Figure 1. Register map, names as in the netlist (run 1).
Scale bar: 10 µm. Other sequential cells in the stronger gray, the rest of the logic in the fainter gray.
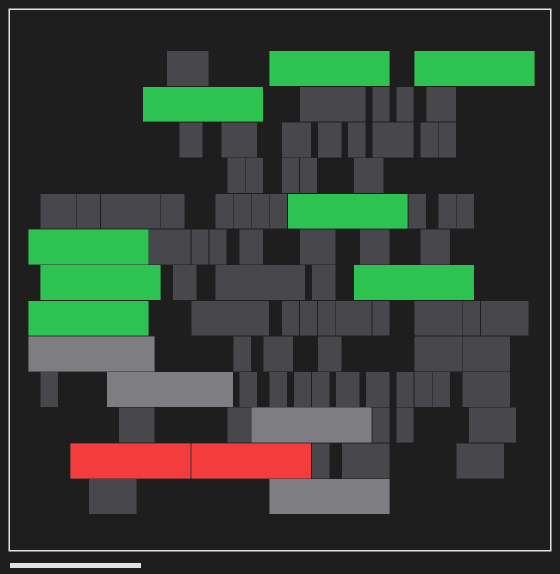
Figure 2. Drive-strength map (run 1).
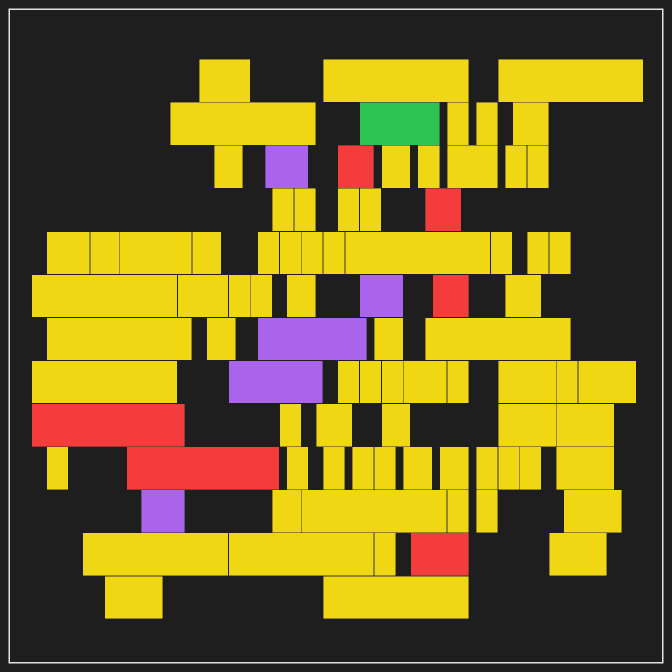
Figure 3. Wire density map (run 1).
The die is cut into 8 by 8 equal tiles; dark blue is low, red is high, scaled to the fullest tile. Values are wire area over tile area, all layers added.
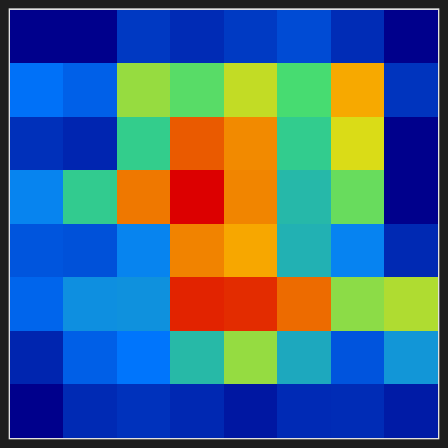
==> src/rtl/reset_sequencer.sv <==
// rtl/reset_sequencer.sv - ordered SoC reset release: sync, lock wait, hold, periph then cpu
module reset_sequencer #(
    parameter int SYNC_STAGES = 2,
    parameter int HOLD_CYCLES = 16,
    parameter int CPU_DELAY   = 4,
    parameter int CNT_WIDTH   = 8
) (
    input  logic       clock,
    input  logic       reset_n,
    input  logic       pll_locked,
    input  logic       sw_reset_req,
    output logic       periph_reset,
    output logic       cpu_reset,
    output logic       reset_done,
    output logic [1:0] state_o
);

    localparam logic [1:0] ST_ASSERT = 2'd0;
    localparam logic [1:0] ST_HOLD   = 2'd1;
    localparam logic [1:0] ST_PERIPH = 2'd2;
    localparam logic [1:0] ST_RUN    = 2'd3;

    localparam logic [CNT_WIDTH-1:0] HOLD_LAST = CNT_WIDTH'(HOLD_CYCLES - 1);
    localparam logic [CNT_WIDTH-1:0] CPU_LAST  = CNT_WIDTH'(CPU_DELAY - 1);
    localparam logic [CNT_WIDTH-1:0] CNT_ONE   = CNT_WIDTH'(1);

    logic [SYNC_STAGES-1:0] rst_sync_q;
    logic [SYNC_STAGES-1:0] rst_sync_d;
    logic [SYNC_STAGES-1:0] lock_sync_q;
    logic [SYNC_STAGES-1:0] lock_sync_d;
    logic [1:0]             state_q;
    logic [1:0]             state_d;
    logic [CNT_WIDTH-1:0]   cnt_q;
    logic [CNT_WIDTH-1:0]   cnt_d;

    logic rst_sync;
    logic lock_sync;

    // Reset chain is preset by reset_n and drains with zeros: async assert, sync release.
    always_comb begin
        rst_sync_d  = {rst_sync_q[SYNC_STAGES-2:0], 1'b0};
        lock_sync_d = {lock_sync_q[SYNC_STAGES-2:0], pll_locked};
    end

    assign rst_sync  = rst_sync_q[SYNC_STAGES-1];
    assign lock_sync = lock_sync_q[SYNC_STAGES-1];

    always_comb begin
        state_d = state_q;
        cnt_d   = cnt_q;
        case (state_q)
            ST_ASSERT: begin
                cnt_d = '0;
                if (!rst_sync && lock_sync) begin
                    state_d = ST_HOLD;
                end
            end
            ST_HOLD: begin
                if (!lock_sync) begin
                    state_d = ST_ASSERT;
                    cnt_d   = '0;
                end else if (cnt_q == HOLD_LAST) begin
                    state_d = ST_PERIPH;
                    cnt_d   = '0;
                end else begin
                    cnt_d = cnt_q + CNT_ONE;
                end
            end
            ST_PERIPH: begin
                if (!lock_sync) begin
                    state_d = ST_ASSERT;
                    cnt_d   = '0;
                end else if (cnt_q == CPU_LAST) begin
                    state_d = ST_RUN;
                    cnt_d   = '0;
                end else begin
                    cnt_d = cnt_q + CNT_ONE;
                end
            end
            ST_RUN: begin
                cnt_d = '0;
                // Lock loss and a warm-reset request have the same effect.
                if (!lock_sync || sw_reset_req) begin
                    state_d = ST_ASSERT;
                end
            end
        endcase
    end

    always_ff @(posedge clock or negedge reset_n) begin
        if (!reset_n) begin
            rst_sync_q  <= '1;
            lock_sync_q <= '0;
            state_q     <= ST_ASSERT;
            cnt_q       <= '0;
        end else begin
            rst_sync_q  <= rst_sync_d;
            lock_sync_q <= lock_sync_d;
            state_q     <= state_d;
            cnt_q       <= cnt_d;
        end
    end

    // Outputs come straight from the state register so they cannot glitch on input changes.
    assign periph_reset = (state_q == ST_ASSERT) || (state_q == ST_HOLD);
    assign cpu_reset    = (state_q != ST_RUN);
    assign reset_done   = (state_q == ST_RUN);
    assign state_o      = state_q;

endmodule

==> config.mk <==
export PLATFORM = sky130hd
export DESIGN_NAME = reset_sequencer
export DESIGN_NICKNAME = d
export VERILOG_FILES = /design/src/rtl/reset_sequencer.sv
export SDC_FILE = /design/constraint.sdc
export NUM_CORES = 1
export LEC_CHECK = 0
export ABC_AREA = 1
export ABC_CLOCK_PERIOD_IN_PS = 2400
export CORE_UTILIZATION = 44
export DETAILED_ROUTE_END_ITERATION = 16
export PLACE_DENSITY = 0.65
export SYNTH_ARGS = -nofsm -noshare
export SYNTH_HDL_FRONTEND = slang
export SYNTH_SLANG_ARGS = --single-unit
==> constraint.sdc <==
create_clock -name clock -period 2.4 [get_ports clock]
set_input_delay 0.48 -clock clock [delete_from_list [all_inputs] [get_ports clock]]
set_output_delay 0.48 -clock clock [all_outputs]
set_load 0.02 [all_outputs]
==> run notes, run 1 <==
The layout was made with Yosys and OpenROAD.

In this run, the clock network consumes 23.3% of the power. The core region is 1370 µm². The sequential-cell power consumption is 0.296 mW. Of the total power, the share spent switching nets is 34.2%. Sequential cells burn 41.1% of the power. The capture point of the worst path is reset_done. Summing internal, switching and leakage power gives 0.720 mW.

The synthesis run shows the most used standard cells to be 15 x sky130_fd_sc_hd__nand2_1, 13 x sky130_fd_sc_hd__nor2_1, 12 x sky130_fd_sc_hd__dfrtp_1, 5 x sky130_fd_sc_hd__inv_1. Once placement finished, the instance area stood at 774 µm². After detailed routing, the number of vias per cell comes to 5.09. The via count of the first global-routing pass is 426. The post-synth count of flops with an enable pin is 0.

The fraction of area in registers is 43.5%. The worst-case vdd ir drop is 0.520 mV. Global routing consumed, on the met2 layer, 25.0% of the routing resources. The number of cells in Yosys stat is 75.

Per the OpenROAD power report, leakage power amounts to 0.369 nW. The combined global-route utilization of all metal layers is 16.5%. The worst hold endpoint is lock_sync_q[1]$_DFF_PN0_. The final worst-path setup slack is 0.476 ns. Entering global routing, the biggest net connects 15 pins. The maximum achievable frequency is 0.520 GHz. The gate count after technology mapping is 75. The run finished with clean final reports.

The async set or reset register ratio after synthesis is 100%. The transition at the pin with the smallest max-transition slack is 0.625 ns. Among logic cells in the layout, the one with the most instances is sky130_fd_sc_hd__nand2_1. The detail route stage leaves a number of antenna-violating nets equal to 0.

For this run, the register share of the synthesized area comes to 52.2%. The script reports the combined buffer and inverter count of the critical path as 2. The longest clock path from root to sink contains 2 buffers. After clock tree synthesis, the clock-pin slew on the worst setup and hold paths is 0.09 ns.
## Picture notes: Figure 1
legend:
  red:
    netlist_name: lock_sync_q
    placed_flops: 2
  green:
    netlist_name: cnt_q
    placed_flops: 8
not colored: 4

## Picture notes: Figure 2
legend:
  green:
    size: _6 and larger
    cells: 1
    share: 1.1%
    most_used: clkbuf_8
  purple:
    size: _3 and _4 cells
    cells: 5
    share: 5.7%
    most_used: clkbuf_4
  red:
    size: _2 cells
    cells: 6
    share: 6.9%
  yellow:
    size: _0 and _1 cells
    cells: 75
    share: 86%
    most_used: nand2_1

## Picture notes: Figure 3
densest ninth of the die: center
emptiest ninth of the die: lower left
tiles over half the peak: 31%
mean over tiles: 0.11
nearly empty tiles: 9.4%
via count: 519
detail-routed net length per standard cell: 10.9 µm

Figure 4. Clock distribution (run 1).
Scale bar: 10 µm.
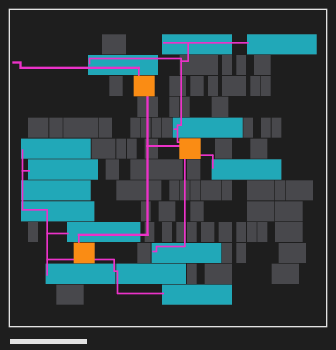

==> inputs of run 2 (changes only) <==
- ABC_CLOCK_PERIOD_IN_PS: 2400 -> 1600
- PLACE_DENSITY: 0.65 -> 0.68
- clock period: 2.4 -> 1.6 ns (I/O delays scaled with it)
Figure 5. Clock distribution (run 2).
Scale bar: 10 µm.
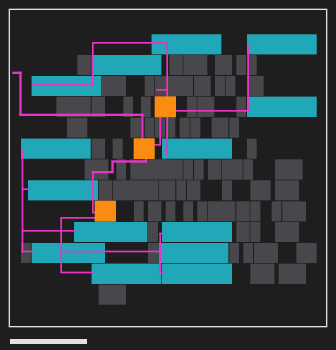
legend:
  cyan:
    item: flip-flops
    count: 14
  magenta:
    item: clock wires
    length: 166 µm
  orange:
    item: clock drivers
    count: 3
routed clock nets: 4

Figure 6. Wire density map (run 2).
The die is cut into 8 by 8 equal tiles; dark blue is low, red is high, scaled to the fullest tile. Values are wire area over tile area, all layers added.
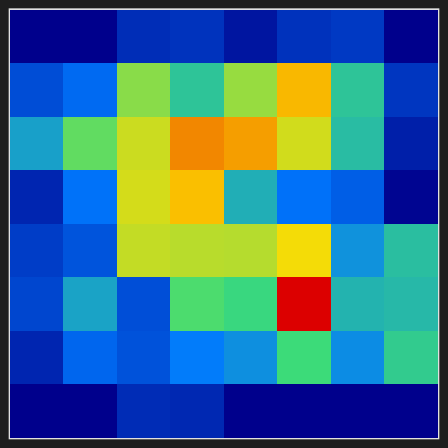
tiles over half the peak: 25%
emptiest ninth of the die: lower left
fullest tile: 0.32
nearly empty tiles: 16%

Figure 7. Register map, names as in the netlist (run 2).
Scale bar: 10 µm. Other sequential cells in the stronger gray, the rest of the logic in the fainter gray.
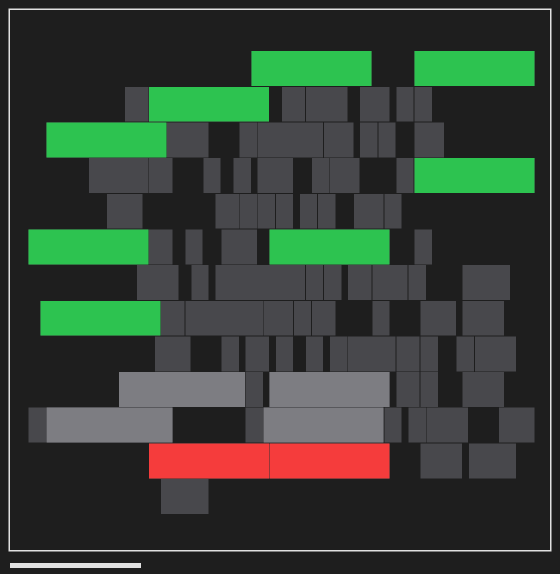
legend:
  green:
    netlist_name: cnt_q
    placed_flops: 8
  red:
    netlist_name: lock_sync_q
    placed_flops: 2

==> run notes, run 2 <==
The layout was made with Yosys and OpenROAD.

The post-layout total power came to 1.05 mW (+46%). The synthesis run shows the most used standard cells to be 15 x sky130_fd_sc_hd__nand2_1, 13 x sky130_fd_sc_hd__nor2_1, 12 x sky130_fd_sc_hd__dfrtp_1, 5 x sky130_fd_sc_hd__inv_1. Prior to clock tree synthesis, the placed netlist has a worst setup slack of 0.147 ns. Clock tree synthesis found a total of 14 sinks.

Once the clock tree was built, the setup fixing pass inserted 0 buffers. The via count of the first global-routing pass was 376 (-12%). The combined global-route utilization of all metal layers was 15.7% (-0.87 points). The leakage power total came to 0.386 nW (+4.6%). The number of synthesized flops with an enable pin was 0 (unchanged). The maximum buffer depth of the clock tree is 2 (unchanged). The clock slew seen by the registers of the worst setup and hold paths was 0.08 ns (about the same). The part of the power in the clock network is 23.3% (about the same).

The clock root buffer is sky130_fd_sc_hd__clkbuf_4. The fraction of area in registers came to 43.1% (-0.47 points). In this run, the number of DRC markers left after iteration 0 of detailed routing was 7. The per-cell via count in the routed design was 4.95 (-2.7%). The number of cells in Yosys stat is 75 (unchanged).

The async set or reset register ratio after synthesis is 100% (unchanged). The residual antenna-violating net count after detailed routing came to 0 (unchanged). The critical path ends at periph_reset. The maximum achievable frequency is 0.659 GHz.

The placeable core region is 1370 µm² (unchanged). The share of power burned in registers is 42.0% (+0.9 points). The total buffers and inverters traversed by the critical path is 2 (unchanged). The standard cell area after detailed placement is 782 µm² (+0.97%).

The maximum number of pins on one net before global-route repair is 15 (unchanged). The detailed-route wire length per cell is 10.5 µm (-4.3%). The gate count after technology mapping is 75 (unchanged). The area added between synthesis and finish is 21.3%.

The run finished with clean final reports. The sequential-cell power consumption is 0.443 mW (+50%). The top logic cell by instance count in the layout is sky130_fd_sc_hd__nand2_1. The switching share of power is 34.5% (+0.30 points). The worst-case vdd ir drop is 0.661 mV (+27%). The final worst-path setup slack is 0.0835 ns (-0.393 ns).
Power is estimated from default activity; no workload was simulated.
